===== config.mk =====
export PLATFORM = sky130hd
export DESIGN_NAME = if_fetch_stage
export DESIGN_NICKNAME = d
export VERILOG_FILES = /design/src/rtl/if_pkg.sv /design/src/rtl/sync_fifo.sv /design/src/rtl/if_fetch_stage.sv
export SDC_FILE = /design/constraint.sdc
export NUM_CORES = 1
export LEC_CHECK = 0
export CORE_UTILIZATION = 40
export DETAILED_ROUTE_END_ITERATION = 10
export PLACE_DENSITY = 0.73
export SYNTH_ARGS = -nofsm -noshare
export SYNTH_HDL_FRONTEND = slang
export SYNTH_SLANG_ARGS = --single-unit

===== constraint.sdc =====
create_clock -name clk -period 6.08 [get_ports clk]
set_input_delay 1.52 -clock clk [delete_from_list [all_inputs] [get_ports clk]]
set_output_delay 1.52 -clock clk [all_outputs]
set_load 0.01 [all_outputs]

===== src/rtl/if_pkg.sv =====
// -----------------------------------------------------------------------------
// if_pkg
// Shared definitions for the instruction fetch stage.
//   ADDR_W        : fetch address width
//   INSTR_W       : instruction width
//   NOP_INSTR     : ARM MOV r0,r0, presented whenever no real instruction is valid
//   fetch_entry_t : one returned fetch, {pc, instr}, as held in the output queue
// -----------------------------------------------------------------------------
package if_pkg;

   localparam int ADDR_W  = 32;
   localparam int INSTR_W = 32;

   localparam logic [INSTR_W-1:0] NOP_INSTR = 32'hE1A0_0000;

   typedef struct packed {
      logic [ADDR_W-1:0]  pc;
      logic [INSTR_W-1:0] instr;
   } fetch_entry_t;

endpackage


===== src/rtl/sync_fifo.sv =====
// -----------------------------------------------------------------------------
// sync_fifo
// Small synchronous FIFO with a same-cycle flush. DEPTH must be a power of 2
// so the read/write pointers wrap on their own.
//   clk, reset : clock, synchronous active-high reset
//   push_i     : write wdata_i (ignored when full)
//   pop_i      : drop the head entry (ignored when empty)
//   flush_i    : empty the FIFO this cycle; overrides push/pop
//   rdata_o    : head entry (undefined when empty)
//   empty_o, full_o, count_o : occupancy
// -----------------------------------------------------------------------------
module sync_fifo #(
   parameter int WIDTH = 32,
   parameter int DEPTH = 2
) (
   input  logic                         clk,
   input  logic                         reset,
   input  logic                         push_i,
   input  logic                         pop_i,
   input  logic                         flush_i,
   input  logic [WIDTH-1:0]             wdata_i,
   output logic [WIDTH-1:0]             rdata_o,
   output logic                         empty_o,
   output logic                         full_o,
   output logic [$clog2(DEPTH+1)-1:0]   count_o
);

   localparam int PTR_W = $clog2(DEPTH);
   localparam int CNT_W = $clog2(DEPTH+1);

   logic [WIDTH-1:0] mem_q [DEPTH];
   logic [PTR_W-1:0] wr_ptr_q;
   logic [PTR_W-1:0] rd_ptr_q;
   logic [CNT_W-1:0] count_q;
   logic             do_push;
   logic             do_pop;

   assign empty_o = (count_q == '0);
   assign full_o  = (count_q == CNT_W'(DEPTH));
   assign count_o = count_q;
   assign rdata_o = mem_q[rd_ptr_q];
   assign do_push = push_i & ~full_o;
   assign do_pop  = pop_i & ~empty_o;

   // NOTE: sequential state uses non-blocking assignments so every register
   // samples the pre-edge value of its neighbours, independent of block order.
   always_ff @(posedge clk) begin
      if (reset || flush_i) begin
         wr_ptr_q <= '0;
         rd_ptr_q <= '0;
         count_q  <= '0;
      end else begin
         if (do_push) wr_ptr_q <= wr_ptr_q + 1'b1;
         if (do_pop)  rd_ptr_q <= rd_ptr_q + 1'b1;
         case ({do_push, do_pop})
            2'b10:   count_q <= count_q + 1'b1;
            2'b01:   count_q <= count_q - 1'b1;
            default: ;
         endcase
      end
   end

   // NOTE: storage has no reset; the pointers and count decide what is valid,
   // so clearing the array would only add reset fan-out.
   always_ff @(posedge clk) begin
      if (do_push) mem_q[wr_ptr_q] <= wdata_i;
   end

endmodule


===== src/rtl/if_fetch_stage.sv =====
// -----------------------------------------------------------------------------
// if_fetch_stage
// Owns the PC, issues word fetches to instruction memory and presents returned
// {pc, instr} pairs to the IF/ID register. A redirect from EX flushes every
// younger fetch; responses still in flight at that point are counted and
// dropped as they return.
//   clk, reset          : clock, synchronous active-high reset
//   stall               : IF/ID hold; the presented instruction is not consumed
//   redirect_valid/_pc  : PC override from EX (bits[1:0] ignored)
//   imem_req_*          : valid/ready fetch request, word-aligned address
//   imem_rsp_*          : in-order response, one per accepted request
//   valid_out/pc_out/instr_out : presented instruction (NOP_INSTR when invalid)
// -----------------------------------------------------------------------------
module if_fetch_stage #(
   parameter logic [31:0] RESET_PC  = 32'h0000_0000,
   parameter int          DEPTH     = 2,
   parameter logic [31:0] NOP_INSTR = 32'hE1A0_0000
) (
   input  logic        clk,
   input  logic        reset,
   input  logic        stall,
   input  logic        redirect_valid,
   input  logic [31:0] redirect_pc,
   output logic        imem_req_valid,
   input  logic        imem_req_ready,
   output logic [31:0] imem_req_addr,
   input  logic        imem_rsp_valid,
   input  logic [31:0] imem_rsp_data,
   output logic        valid_out,
   output logic [31:0] pc_out,
   output logic [31:0] instr_out
);

   import if_pkg::*;

   localparam int CNT_W = $clog2(DEPTH+1);

   logic [ADDR_W-1:0] fetch_pc_q, fetch_pc_d;
   logic [CNT_W-1:0]  inflight_q, inflight_d;
   logic [CNT_W-1:0]  discard_q, discard_d;
   logic              after_reset_q;   // high for the first cycle out of reset

   logic              credit_ok;
   logic              req_fire;
   logic              rsp_keep;
   logic              head_pop;

   logic [ADDR_W-1:0] pc_head;
   logic              pc_empty, pc_full;
   logic [CNT_W-1:0]  pc_count;

   fetch_entry_t      iq_wdata, iq_head;
   logic              iq_empty, iq_full;
   logic [CNT_W-1:0]  iq_count;

   logic              unused_redirect_lsb;
   assign unused_redirect_lsb = ^redirect_pc[1:0];

   // Credit: requests in flight plus queued results may never exceed DEPTH, so
   // every response always finds room in the output queue, even under stall.
   assign credit_ok = ({1'b0, inflight_q} + {1'b0, iq_count}) < (CNT_W+1)'(DEPTH);

   assign imem_req_valid = ~reset & ~after_reset_q & ~redirect_valid & credit_ok;
   assign imem_req_addr  = fetch_pc_q;
   assign req_fire       = imem_req_valid & imem_req_ready;

   // A response is kept only if it belongs to the current fetch stream.
   assign rsp_keep = imem_rsp_valid & (discard_q == '0) & ~redirect_valid;

   assign valid_out = ~reset & ~iq_empty & ~redirect_valid;
   assign pc_out    = valid_out ? iq_head.pc    : '0;
   assign instr_out = valid_out ? iq_head.instr : NOP_INSTR;
   assign head_pop  = valid_out & ~stall;

   assign iq_wdata = '{pc: pc_head, instr: imem_rsp_data};

   sync_fifo #(.WIDTH(ADDR_W), .DEPTH(DEPTH)) u_pc_q (
      .clk     (clk),
      .reset   (reset),
      .push_i  (req_fire),
      .pop_i   (rsp_keep),
      .flush_i (redirect_valid),
      .wdata_i (fetch_pc_q),
      .rdata_o (pc_head),
      .empty_o (pc_empty),
      .full_o  (pc_full),
      .count_o (pc_count)
   );

   sync_fifo #(.WIDTH($bits(fetch_entry_t)), .DEPTH(DEPTH)) u_instr_q (
      .clk     (clk),
      .reset   (reset),
      .push_i  (rsp_keep),
      .pop_i   (head_pop),
      .flush_i (redirect_valid),
      .wdata_i (iq_wdata),
      .rdata_o (iq_head),
      .empty_o (iq_empty),
      .full_o  (iq_full),
      .count_o (iq_count)
   );

   // NOTE: every always_comb output gets a default first, so no path through
   // the block can leave a value unassigned and infer a latch.
   always_comb begin
      fetch_pc_d = fetch_pc_q;
      inflight_d = inflight_q + CNT_W'(req_fire) - CNT_W'(imem_rsp_valid);
      discard_d  = discard_q;

      if (redirect_valid) begin
         fetch_pc_d = {redirect_pc[31:2], 2'b00};
         // Everything still outstanding is stale, except a response returning
         // right now, which is dropped in this very cycle.
         discard_d  = inflight_q - CNT_W'(imem_rsp_valid);
      end else begin
         if (req_fire) fetch_pc_d = fetch_pc_q + 32'd4;
         if (imem_rsp_valid && discard_q != '0) discard_d = discard_q - 1'b1;
      end
   end

   always_ff @(posedge clk) begin
      if (reset) begin
         fetch_pc_q    <= RESET_PC;
         inflight_q    <= '0;
         discard_q     <= '0;
         after_reset_q <= 1'b1;
      end else begin
         fetch_pc_q    <= fetch_pc_d;
         inflight_q    <= inflight_d;
         discard_q     <= discard_d;
         after_reset_q <= 1'b0;
      end
   end

   a_no_underflow: assert property (@(posedge clk) disable iff (reset)
      !(imem_rsp_valid && inflight_q == '0));
   a_pc_q_no_overflow: assert property (@(posedge clk) disable iff (reset)
      !(req_fire && pc_full));
   a_pc_q_has_head: assert property (@(posedge clk) disable iff (reset)
      !(rsp_keep && pc_empty));
   a_instr_q_no_overflow: assert property (@(posedge clk) disable iff (reset)
      !(rsp_keep && iq_full && !head_pop));
   a_pc_q_tracks_live: assert property (@(posedge clk) disable iff (reset)
      ({1'b0, pc_count} + {1'b0, discard_q}) == {1'b0, inflight_q});

endmodule


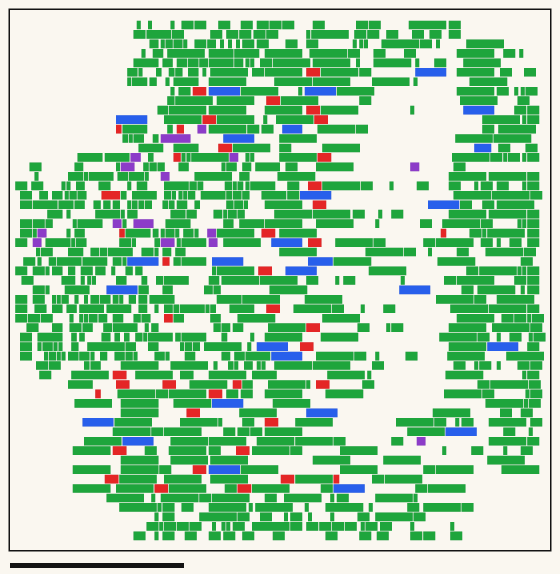
*Cell sizes after repair, run 1*
The bar under the picture is 50 µm long.
legend:
  green:
    size: _0 and _1 cells
    cells: 771
  purple:
    size: _3 and _4 cells
    cells: 15
  red:
    size: _2 cells
    cells: 41
  blue:
    size: _6 and larger
    cells: 27
Synth-to-Final Area Change: 28.2%
Finished Cell Area: 12,000 µm²

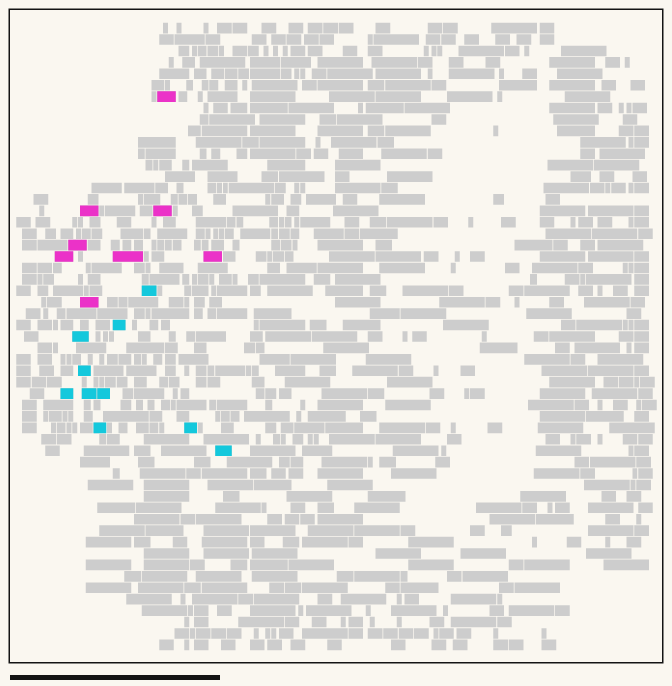
*Gate-type map, run 1*
The bar under the picture is 50 µm long.
legend:
  cyan:
    family: non-inverting ao/oa cells
    cells: 10
    where: middle left
  magenta:
    family: fa/ha/maj cells
    cells: 8
logic share of the area: 22.8%
Top cell excl fill/tap: edfxtp_1
non-filler cells, final: 1,167

==> results.sh, run 1 <==
# physical design summary
export IMPL_status="completed"
export IMPL_grt_pass1_vias=5926
export IMPL_drtIter0Drc=468
export IMPL_finalWeightedCongestion=0.803
export IMPL_synth_cell_types=53
export IMPL_clk_latency_ns=0.52
export IMPL_hold_buffers=0
export IMPL_drc=0
export IMPL_ios=168
export IMPL_comb_area_um2=2750
export IMPL_numCtsBuffers=24
export IMPL_powerDensity_nw_per_um2=275
export IMPL_clkTransAtPathRegs_ns=0.06
export IMPL_tns_ns=0
export IMPL_max_freq_mhz=197
export IMPL_first_pass_iters=5
export IMPL_grt_pass1_wl_mm=31.9
export IMPL_cp_start_kind="primary input"
export IMPL_timing_final_crit_period_ns=5.07
export IMPL_overflow=0
export IMPL_place_detailed_hpwl_mm=13.1
export IMPL_layout_top_cells="184 x edfxtp_1, 161 x clkdlybuf4s50_1, 95 x nor2_1"
export IMPL_syn_inst=675
export IMPL_cp_max_fo=48
export IMPL_cts_sinks=229
export IMPL_worst_r2r_path_depth=7
export IMPL_slew_headroom_pct=31.3
export IMPL_yosys_cells=675
export IMPL_fp_dieH_um=155
export IMPL_drive_gt1_share_pct=9.72
export IMPL_vias=6028
export IMPL_regToRegSetupSlack_ns=2.77
export IMPL_antenna_found_initial=0
export IMPL_gr_usage_all_layers_pct=16.9
export IMPL_postRouteAntennaNets=0
export IMPL_seq_area_um2=6430
export IMPL_diodes=0
export IMPL_pre_cts_slack_ns=0.981
export IMPL_cp_end_kind="output pin"
export IMPL_clkCellAreaFrac_pct=5.82
export IMPL_wl_mm=20.5
export IMPL_peakVddDrop_mv=0.149
export IMPL_postCtsResizedCells=0
export IMPL_n_clock_buffer=34
export IMPL_leakage_nw=3.80
export IMPL_hold_viol_final=0
export IMPL_ff_count=229
export IMPL_htree_levels=1
export IMPL_critPathArrivalTime_ns=3.55
export IMPL_rows=55
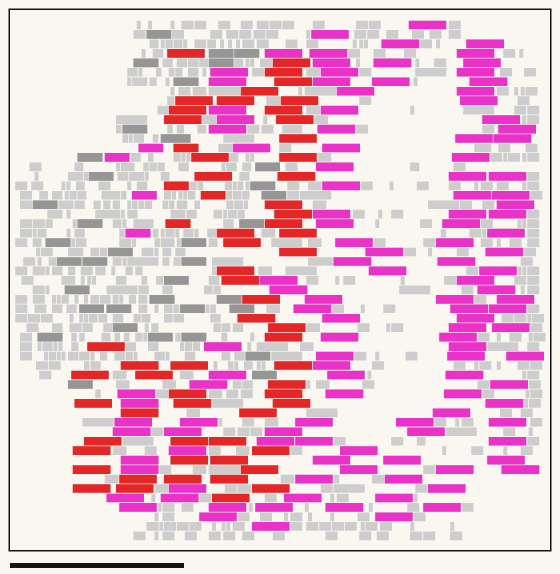
*Sequential cells coloured by instance or generate block, run 1*
The bar under the picture is 50 µm long. Other sequential cells in the stronger grey, the rest of the logic in the fainter grey.
legend:
  magenta:
    scope: u_instr_q
    flops: 128
    where: spread over the die
  red:
    scope: u_pc_q
    flops: 64
fin util: 52.7%
die area: 24,100 µm²

[run 1: flip-flops by register name, indices dropped and copies added, names as in the netlist, 2 cells and up, named ones only]
signal             flops
u_instr_q.mem_q      124
u_pc_q.count_o         2
u_pc_q.mem_q          60
discard_q              2
imem_req_addr         30
u_instr_q.count_o      2
inflight_q             2
[run 1: synthesized netlist by cell type, drive strengths merged]
master | number | share of area, %
and3 | 1 | 0.067
mux2 | 30 | 3.6
or4 | 12 | 1.0
nor3 | 3 | 0.16
o41a | 2 | 0.24
or2 | 1 | 0.067
nand2 | 29 | 1.2
nand3 | 15 | 0.80
fa | 1 | 0.21
buf | 19 | 1.2
nor4 | 7 | 0.47
o31a | 5 | 0.47
o21ai | 7 | 0.37
a2111oi | 6 | 0.56
o41ai | 1 | 0.093
o311a | 1 | 0.11
nand4 | 11 | 0.73
a31oi | 6 | 0.40
nor3b | 2 | 0.16
nor2 | 98 | 3.9
a21oi | 6 | 0.32
mux2i | 62 | 6.6
o31ai | 3 | 0.24
o311ai | 3 | 0.28
xor2 | 7 | 0.65
a221o | 1 | 0.11
xnor2 | 12 | 1.1
edfxtp | 184 | 59
dfxtp | 45 | 9.6
and2 | 3 | 0.20
a211oi | 10 | 0.80
nand2b | 2 | 0.13
ha | 7 | 0.93
nand3b | 1 | 0.080
or3 | 7 | 0.49
and4 | 6 | 0.56
or4b | 1 | 0.11
clkbuf | 20 | 0.81
a311oi | 7 | 0.65
nor4b | 2 | 0.25
a211o | 1 | 0.093
o211ai | 4 | 0.32
inv | 18 | 0.72
conb | 1 | 0.040
nor2b | 5 | 0.33
[run 1: power by group]
part	internal [mW]	total, mW	switching [mW]
clock	0.742	1.32	0.574
sequential	1.74	1.78	0.0414
combinational	0.111	0.214	0.103
[run 1: cells by family (layout without fill, tap and decap cells)]
group | after synthesis | in the layout | share of synthesized area (%)
AND-OR/OR-AND | 63 | 63 | 5.05
XOR/XNOR | 19 | 19 | 1.77
adder cells (fa/ha/maj) | 8 | 8 | 1.15
buffers and inverters | 57 | 233 | 2.73
flip-flops | 229 | 229 | 68.4
multiplexers | 92 | 92 | 10.2
other | 1 | 4 | 0.0399
AND/OR/NAND/NOR | 206 | 206 | 10.7
[run 1: worst max-delay path, stage by stage]
cell             delay [ns]
clkdlybuf4s50_1        0.41
nor2_1                 0.29
o21ai_4                0.21
buf_4                  0.34
nor2_1                 0.16
clkdlybuf4s50_1        0.60
[run 1: metal layers]
metal  track usage, %  vias to the layer above  share of wire (%)
met5                0                        -                  0
met4             5.42                        0                2.3
met3             3.31                       37                6.0
met2             28.5                      197                 48
met1             22.1                     2933                 44
li1                 -                     2861                  -
[run 1: final timing paths]
check,from,end
setup / recovery,reset,pc_out[13]
hold / removal,u_pc_q.rd_ptr_q,flop
setup reg to reg,u_instr_q.count_o[0],imem_req_addr[28]
hold reg to reg,u_pc_q.rd_ptr_q,flop
[run 1: stage by stage]
step | hold slack (ns) | instances
finish | 0.516 | 1167
global route | 0.559 | 1167
CTS | 0.518 | 1167
detailed placement | 0.497 | 1124
global placement | 0.484 | 1124
floorplan | 0.472 | 678
==> run 2, diff against run 1 <==
- clock period: 6.08 -> 4.9 ns (I/O delays scaled with it)
==> results.sh, run 2 <==
# physical design summary
export IMPL_tns_ns=0
export IMPL_ios=168
export IMPL_postRouteAntennaNets=0
export IMPL_first_pass_iters=6
export IMPL_whs_ns=0.525
export IMPL_peakVddDrop_mv=0.201
export IMPL_yosys_cells=675
export IMPL_hold_viol_final=0
export IMPL_finalWeightedCongestion=0.795
export IMPL_gr_usage_all_layers_pct=17.1
export IMPL_postCtsResizedCells=0
export IMPL_fin_cells=1170
export IMPL_syn_inst=675
export IMPL_clk_latency_ns=0.51
export IMPL_powerDensity_nw_per_um2=355
export IMPL_synth_cell_types=53
export IMPL_htree_levels=1
export IMPL_numCtsBuffers=24
export IMPL_vias=6035
export IMPL_clkTransAtPathRegs_ns=0.06
export IMPL_top_cells_by_count="184 x edfxtp_1, 98 x nor2_1, 62 x mux2i_1"
export IMPL_cp_end_kind="output pin"
export IMPL_crit_start="reset"
export IMPL_most_common_cell="edfxtp_1"
export IMPL_status="completed"
run 2: cell counts after synthesis:
No cell type changed its count.
run 2: final timing paths:
| kind | end | slack [ns] | cells after the start |
|---|---|---|---|
| worst max-delay path | valid_out | 0.40 | 6 |
| worst min-delay path | flop | 0.52 | 2 |
| worst max register to register | imem_req_addr[26] | 1.57 | 7 |
| worst min register to register | flop | 0.52 | 2 |
run 2: cell families (layout without fill, tap and decap cells):
group	Yosys count	count (layout)	share of synthesized area [%]
XOR/XNOR	19	19	1.77
multiplexers	92	92	10.2
flip-flops	229	229	68.4
AND-OR/OR-AND	63	63	5.05
adder cells (fa/ha/maj)	8	8	1.15
buffers and inverters	57	236	2.73
AND/OR/NAND/NOR	206	206	10.7
other	1	4	0.0399
run 2: cell type report:
cell class | count | area, µm² | area share, %
multi-input cells | 392 | 2750 | 22.5
inverters | 18 | 67.6 | 0.552
well taps | 313 | 392 | 3.20
clock inverters | 14 | 144 | 1.18
repair buffers | 174 | 1770 | 14.5
flip-flops and latches | 229 | 6430 | 52.5
clock buffers | 30 | 686 | 5.60
run 2: through the flow:
step | total power, mW | area, µm²
after floorplan | 2.37 | 9410
after global placement | 2.51 | 11400
after detailed placement | 2.52 | 11400
after CTS | 4.39 | 12200
after global routing | 4.49 | 12200
final | 4.34 | 12200
run 2: critical path, cell delays in order:
cell,delay [ns]
clkdlybuf4s50_1,0.46
nor2_1,0.30
o21ai_4,0.24
buf_12,0.25
inv_1,0.20
clkdlybuf4s50_1,0.57
run 2: routing by layer:
layer,GRT usage [%],vias up,share of wire (%)
met1,21.2,2944,42
met2,30.0,192,50
met5,0,-,0
met3,3.45,30,6.4
li1,-,2869,-
met4,5.74,0,2.2
run 2: power groups by stage:
stage | combinational, mW | sequential (mW) | clock (mW)
3_3_place_gp | 0.263 | 2.25 | 0
4_1_cts | 0.270 | 2.21 | 1.90
5_1_grt | 0.292 | 2.22 | 1.98
3_5_place_dp | 0.268 | 2.25 | 0
2_1_floorplan | 0.124 | 2.24 | 0
6_report | 0.268 | 2.21 | 1.86
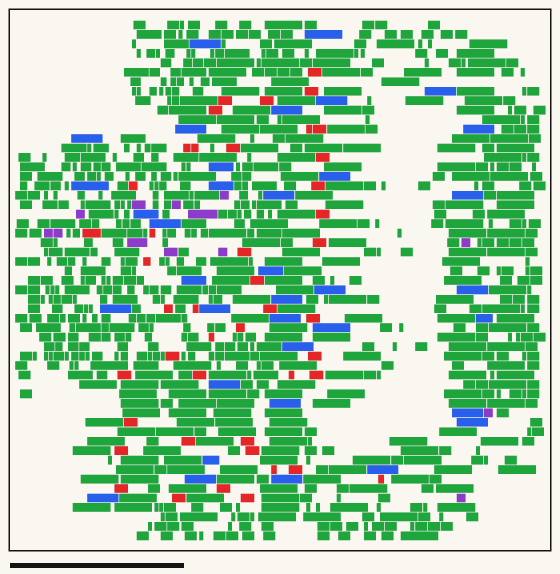
*Cell sizes after repair, run 2*
The bar under the picture is 50 µm long.
legend:
  blue:
    size: _6 and larger
    cells: 36
  purple:
    size: _3 and _4 cells
    cells: 13
  green:
    size: _0 and _1 cells
    cells: 764
  red:
    size: _2 cells
    cells: 44
Buffers, non-clock: 174
Synth-to-Final Area Change: 30.3%
setup ws final: 0.401 ns

==> run 3, diff against run 2 <==
- CORE_UTILIZATION: 40 -> 39
- PLACE_DENSITY: 0.73 -> 0.72
==> results.sh, run 3 <==
# physical design summary
export IMPL_status="completed"
export IMPL_finalInstanceArea_um2=12200
export IMPL_drive_gt1_share_pct=10.9
export IMPL_synth_area_top_cells="edfxtp_1 59%, dfxtp_1 9.6%, mux2i_1 6.6%"
export IMPL_critPathArrivalTime_ns=3.43
export IMPL_edf_count=184
export IMPL_die_area_um2=24700
export IMPL_yosys_cells=675
export IMPL_clkTransAtPathRegs_ns=0.06
export IMPL_cp_max_fo=32
export IMPL_cp_start_kind="primary input"
export IMPL_lay_top_count="edfxtp_1"
export IMPL_fp_dieH_um=157
export IMPL_max_freq_mhz=215
export IMPL_grt_pass1_wl_mm=31.3
export IMPL_syn_inst=675
export IMPL_regToRegSetupSlack_ns=1.56
export IMPL_timing_final_crit_period_ns=4.66
export IMPL_hold_buffers=0
export IMPL_tns_ns=0
export IMPL_place_area_um2=11400
export IMPL_synthToLayoutAreaGrowth_pct=29.5
export IMPL_synthFlopType="edfxtp_1"
export IMPL_cts_sinks=229
export IMPL_place_detailed_hpwl_mm=13.7
export IMPL_clk_latency_ns=0.52
export IMPL_rows=56
export IMPL_finalWeightedCongestion=0.816
-- run 3: logic make-up after synthesis --
kind of cell / synth area share (%)
DFF: 68.4
and+or+nand+nor: 10.7
muxes: 10.2
AOI/OAI and AO/OA: 5.05
buffers and inverters: 2.73
xor gates and xnor gates: 1.77
adders and majority gates: 1.15
other: 0.0399
-- run 3: area by class of cell --
cell class	count	area (µm²)
Fill cell	2004	11400
Sequential cell	229	6430
Multi-Input combinational cell	392	2750
Timing Repair Buffer	179	1750
Clock buffer	32	652
Tap cell	319	399
Clock inverter	14	123
Inverter	18	67.6
-- run 3: critical path: stages --
cell             delay [ns]
clkdlybuf4s50_1        0.46
nor2_1                 0.34
o21ai_4                0.36
buf_4                  0.33
nor2_1                 0.14
clkdlybuf4s50_1        0.55
-- run 3: report_power, final --
group          internal [mW]  switching [mW]
clock                   1.05           0.717
sequential              2.16          0.0510
combinational          0.138           0.127
total                   3.34           0.895
-- run 3: metrics by stage --
| step | instances | hold WS (ns) |
|---|---|---|
| finish | 1183 | 0.510 |
| global route | 1183 | 0.546 |
| CTS | 1183 | 0.503 |
| detailed placement | 1137 | 0.493 |
| global placement | 1137 | 0.478 |
| floorplan | 678 | 0.472 |
-- run 3: per-layer routing --
metal	wire length [µm]	track usage, %
met4	484	5.69
met3	1280	3.11
met2	10200	28.7
met5	0	0
met1	8590	20.7
-- run 3: worst paths after layout --
path	cells past startpoint	to
worst max-delay path	6	instr_out[22]
worst min-delay path	2	flop
worst min register to register	2	flop
worst max register to register	7	imem_req_addr[30]
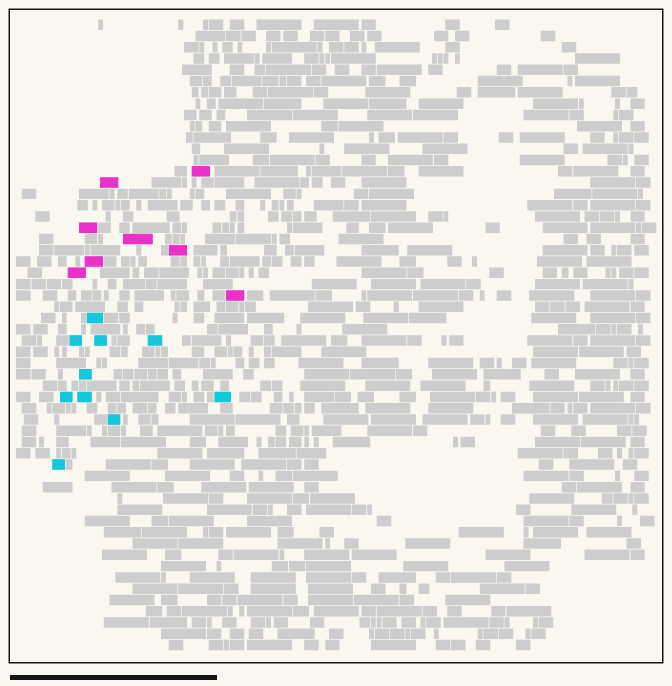
*Gate-type map, run 3*
The bar under the picture is 50 µm long.
legend:
  magenta:
    family: fa/ha/maj cells
    cells: 8
  cyan:
    family: non-inverting ao/oa cells
    cells: 10
    where: middle left
logic share of the area: 22.6%
non-filler cells, final: 1,183

Power is estimated from default activity; no workload was simulated.
